### config.mk
export PLATFORM = sky130hd
export DESIGN_NAME = rom_table_loader
export DESIGN_NICKNAME = d
export VERILOG_FILES = /design/src/rtl/rom_table_loader.sv
export SDC_FILE = /design/constraint.sdc
export NUM_CORES = 1
export LEC_CHECK = 0
export CAP_MARGIN = 30
export CORE_MARGIN = 2
export CORE_UTILIZATION = 60
export CTS_CLUSTER_DIAMETER = 120
export DETAILED_ROUTE_END_ITERATION = 6
export PLACE_DENSITY = 0.8
export SKIP_CTS_REPAIR_TIMING = 1
export SYNTH_ARGS = -nofsm -noshare
export SYNTH_HDL_FRONTEND = slang
export SYNTH_SLANG_ARGS = --single-unit
### constraint.sdc
create_clock -name clk -period 1.8 [get_ports clk]
set_input_delay 0.18 -clock clk [delete_from_list [all_inputs] [get_ports clk]]
set_output_delay 0.18 -clock clk [all_outputs]
set_load 0.02 [all_outputs]
### src/rtl/rom_table_loader.sv
`default_nettype none
// +---------------------------------------------------------------------------+
// | rom_table_loader: run-time loadable 16x8 table with combinational read    |
// | port, filled in address order from a valid/ready stream, with checksum.   |
// | Revision: 1.0                                                             |
// +---------------------------------------------------------------------------+
module rom_table_loader #(
  parameter int AW = 4,
  parameter int DW = 8
) (
  input  logic          clk,
  input  logic          rst_n,
  input  logic          start,
  input  logic          wr_valid,
  input  logic [DW-1:0] wr_data,
  output logic          wr_ready,
  input  logic [AW-1:0] a,
  output logic [DW-1:0] q,
  output logic          busy,
  output logic          done,
  output logic          loaded,
  output logic [DW-1:0] checksum
);

  localparam int DEPTH = 1 << AW;

  typedef enum logic [1:0] {
    S_IDLE  = 2'd0,
    S_LOAD  = 2'd1,
    S_READY = 2'd2
  } state_t;

  state_t        state_q, state_d;
  logic [AW-1:0] wr_ptr_q, wr_ptr_d;
  logic [DW-1:0] checksum_q, checksum_d;
  logic          loaded_q, loaded_d;
  logic          done_q, done_d;
  logic [DW-1:0] mem_q [DEPTH];
  logic [DW-1:0] mem_d [DEPTH];

  always_comb begin
    state_d    = state_q;
    wr_ptr_d   = wr_ptr_q;
    checksum_d = checksum_q;
    loaded_d   = loaded_q;
    done_d     = 1'b0;
    mem_d      = mem_q;
    case (state_q)
      S_IDLE, S_READY: begin
        // Old table contents deliberately survive a new start.
        if (start) begin
          state_d    = S_LOAD;
          wr_ptr_d   = '0;
          checksum_d = '0;
          loaded_d   = 1'b0;
        end
      end
      S_LOAD: begin
        if (wr_valid) begin
          mem_d[wr_ptr_q] = wr_data;
          wr_ptr_d        = wr_ptr_q + AW'(1);
          checksum_d      = checksum_q + wr_data;
          if (&wr_ptr_q) begin
            state_d  = S_READY;
            loaded_d = 1'b1;
            done_d   = 1'b1;
          end
        end
      end
      default: state_d = S_IDLE;
    endcase
  end

  always_ff @(posedge clk) begin
    if (!rst_n) begin
      state_q    <= S_IDLE;
      wr_ptr_q   <= '0;
      checksum_q <= '0;
      loaded_q   <= 1'b0;
      done_q     <= 1'b0;
      mem_q      <= '{default: '0};
    end else begin
      state_q    <= state_d;
      wr_ptr_q   <= wr_ptr_d;
      checksum_q <= checksum_d;
      loaded_q   <= loaded_d;
      done_q     <= done_d;
      mem_q      <= mem_d;
    end
  end

  // Ready is a pure decode of the state register, never of wr_valid.
  assign wr_ready = (state_q == S_LOAD);
  assign busy     = (state_q == S_LOAD);
  assign done     = done_q;
  assign loaded   = loaded_q;
  assign checksum = checksum_q;
  assign q        = mem_q[a];

endmodule
`default_nettype wire

==> images/pins.png <==
Pins as bars across the die edge, other pins in grey.
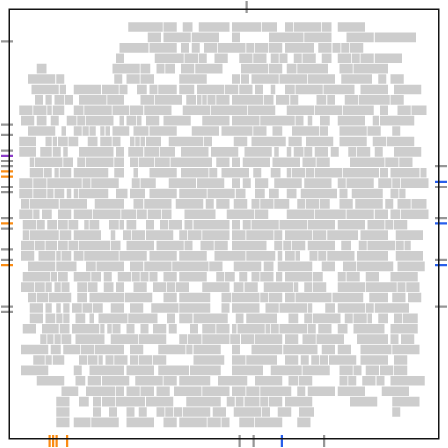
Purple stands for wr_ready, pins 1, direction output, edge west. Orange stands for wr_data, pins 8, direction input, edge 4 west, 4 south. Blue stands for a, pins 4, direction input, edge 3 east, 1 south.
All pins by edge: 19 west, 8 east, 8 south, 1 north.

==> images/metal_stack.png <==
Bar = 20 um.
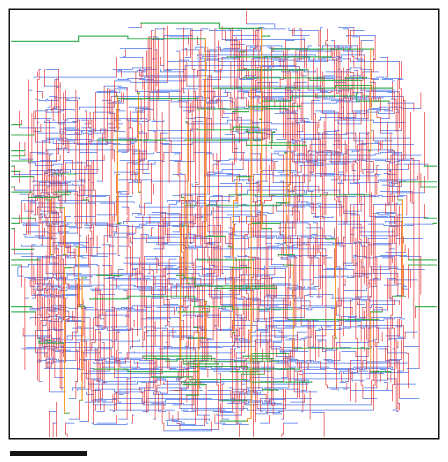
Red stands for met2, wire length 8760 um. Green stands for met3, wire length 1130 um. Blue stands for met1, wire length 7110 um. Orange stands for met4, wire length 687 um.

==> images/port_nets.png <==
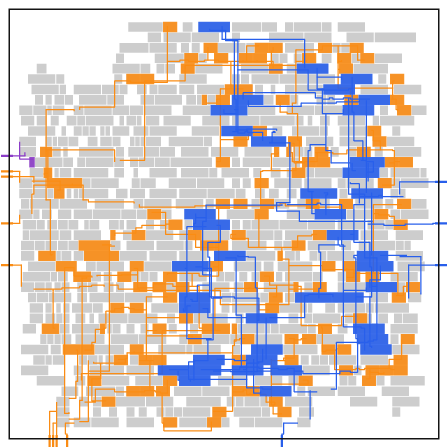
Blue stands for a, bits 4, direction input, edge 3 east, 1 south, end cells 40, wire 1280 um. Orange stands for wr_data, bits 8, direction input, edge 4 west, 4 south, end cells 139, wire 1640 um. Purple stands for wr_ready, bits 1, direction output, edge west, end cells 1, wire 12.2 um.

==> images/final_placement.png <==
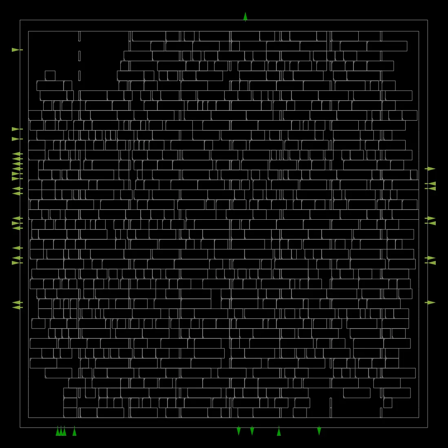
share of the final layout cell area in sequential cells: 33.0%
FILL cells: 693
final design utilization: 77.6%
filler-free cell count of the finished design: 852
registers: 144

==> images/clock_map.png <==
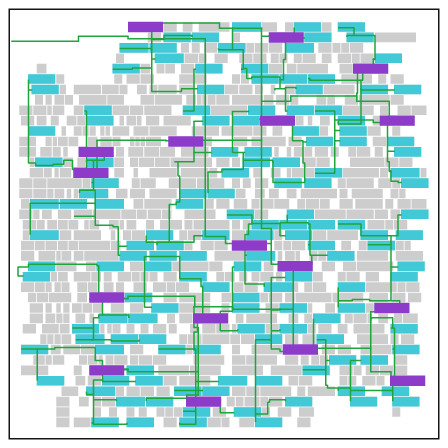
Purple stands for cells driving clock nets, count 17. Green stands for clock wires, length 1740 um. Cyan stands for flip-flops, count 144.
Position of the flops: all over the die.
Clock Skew: 0.00595 ns
Clock net power: 3.41 mW
clock network fraction of total power: 47.4%

sequential cells by signal, indices dropped and copies added (netlist names):
signal / count
mem_q: 128
loaded: 1
wr_ptr_q: 4
state_q: 2
done: 1
checksum: 8
metal layers:
| layer | vias up | wire (um) | global-route usage, % |
|---|---|---|---|
| li1 | 2308 | - | - |
| met1 | 2485 | 7110 | 34.4 |
| met2 | 192 | 8760 | 47.7 |
| met3 | 56 | 1130 | 7.57 |
| met4 | 0 | 686 | 14.3 |
| met5 | - | 0 | 0 |
layout make-up:
class,count,area (sq um)
Clock buffer,24,482
Inverter,3,11.3
Sequential cell,144,2910
Fill cell,693,2550
Clock inverter,6,82.6
Timing Repair Buffer,121,1290
Multi-Input combinational cell,411,3870
Tap cell,143,179
==> impl_table.tex <==
% Implementation results table
\begin{tabular}{lr}
\hline
Metric & Value \\
\hline
\multicolumn{2}{l}{\textbf{Yosys}} \\
Synthesized Nets & 628 \\
Main logic family after synthesis & multiplexers \\
Synth Area in Simple Gates & 17.0\% \\
Post-synthesis chip area from yosys & 6980 sq um \\
Mean instance size in the synthesized netlist & 11.6 sq um \\
Top area cells in the synthesized netlist & dfxtp\_1 (41\%), mux2i\_1 (17\%), nor2b\_1 (11\%), mux4\_1 (6.8\%), mux4\_2 (6.4\%) \\
Portion of the post-synthesis area used by sequential elements & 41.3\% \\
Leading area contributor after synthesis & dfxtp\_1 \\
Number of standard cells reported by yosys & 600 \\
Adder-cell share of the synthesized area & 2.26\% \\
Post-synthesis xor/xnor area fraction & 0.878\% \\
\multicolumn{2}{l}{\textbf{Drt}} \\
Routed WL per cell & 20.8 um \\
Tally of nets with antenna violations remaining after routing & 0 \\
Post-detailed-route DRC marker count & 0 \\
Drt via density & 5.92 \\
Violation count after the first detailed-routing iteration & 383 \\
\multicolumn{2}{l}{\textbf{Clocking}} \\
TritonCTS clock tree & yes \\
Cell chosen for the clock root & clkbuf\_16 \\
Clock Path Buffers & 2 \\
TritonCTS buffer count & 17 \\
Clock network latency to the later pin of the worst-skew pair & 0.43 ns \\
\multicolumn{2}{l}{\textbf{STA}} \\
Worst-case hold slack & 0.282 ns \\
Post-route minimum period & 2.18 ns \\
Setup slack after layout & -0.377 ns \\
Final setup vio count & 9 \\
Setup TNS Final & -2.24 ns \\
\multicolumn{2}{l}{\textbf{Power and ir drop}} \\
Switching Fraction & 22.0\% \\
Power per standard cell area & 816 nW/um\^{}2 \\
Maximum VDD drop & 0.822 mV \\
Sequential-cell power consumption & 3.22 mW \\
Group drawing the most power & the clock network \\
Overall power consumption & 7.20 mW \\
\multicolumn{2}{l}{\textbf{Setup path}} \\
Ordered list of cells on the worst path & mux4\_4, mux4\_2, buf\_6 \\
CP Capture Point & q[6] \\
R2R cell count & 7 \\
R2R setup slack & -0.02 ns \\
Buffer and inverter count on the worst path & 1 \\
Family with the most delay on the worst path & multiplexers \\
Type of element launching the critical path & flip-flop \\
Critical path type & reg2out \\
Launching element of the worst setup path & mem\_q[70]\$\_SDFFE\_PN0P\_ \\
R2R Path Start & checksum[1]\$\_SDFFE\_PN0P\_ \\
\multicolumn{2}{l}{\textbf{Die}} \\
Core Footprint & 11400 sq um \\
Die Outline Area & 12500 sq um \\
Placement row count & 39 \\
Top-level I/O count & 36 \\
\multicolumn{2}{l}{\textbf{Min path}} \\
Hold path startpoint & rst\_n \\
Hold Path Cell Cnt & 2 \\
\multicolumn{2}{l}{\textbf{Global route}} \\
Gr ovfl total & 0 \\
Initial antenna violation count & 0 \\
Wire length of the first global-routing pass & 27200 um \\
Number of global-route vias before repair & 5203 \\
\multicolumn{2}{l}{\textbf{Place}} \\
Port-buffer cells & 35 \\
Worst slack, placed & -0.937 ns \\
Post-Place Cell Area & 8180 sq um \\
\multicolumn{2}{l}{\textbf{Flow run}} \\
Max capacitance violation total & 0 \\
\multicolumn{2}{l}{\textbf{Finish}} \\
Number of inserted diodes & 0 \\
Final non-filler cell area & 8820 sq um \\
Top cell excl fill/tap & nor2b\_1 \\
\multicolumn{2}{l}{\textbf{Outcome}} \\
Failing checks & negative setup slack \\
Status & finished, violations left \\
\hline
\end{tabular}
Power is estimated from default activity; no workload was simulated.
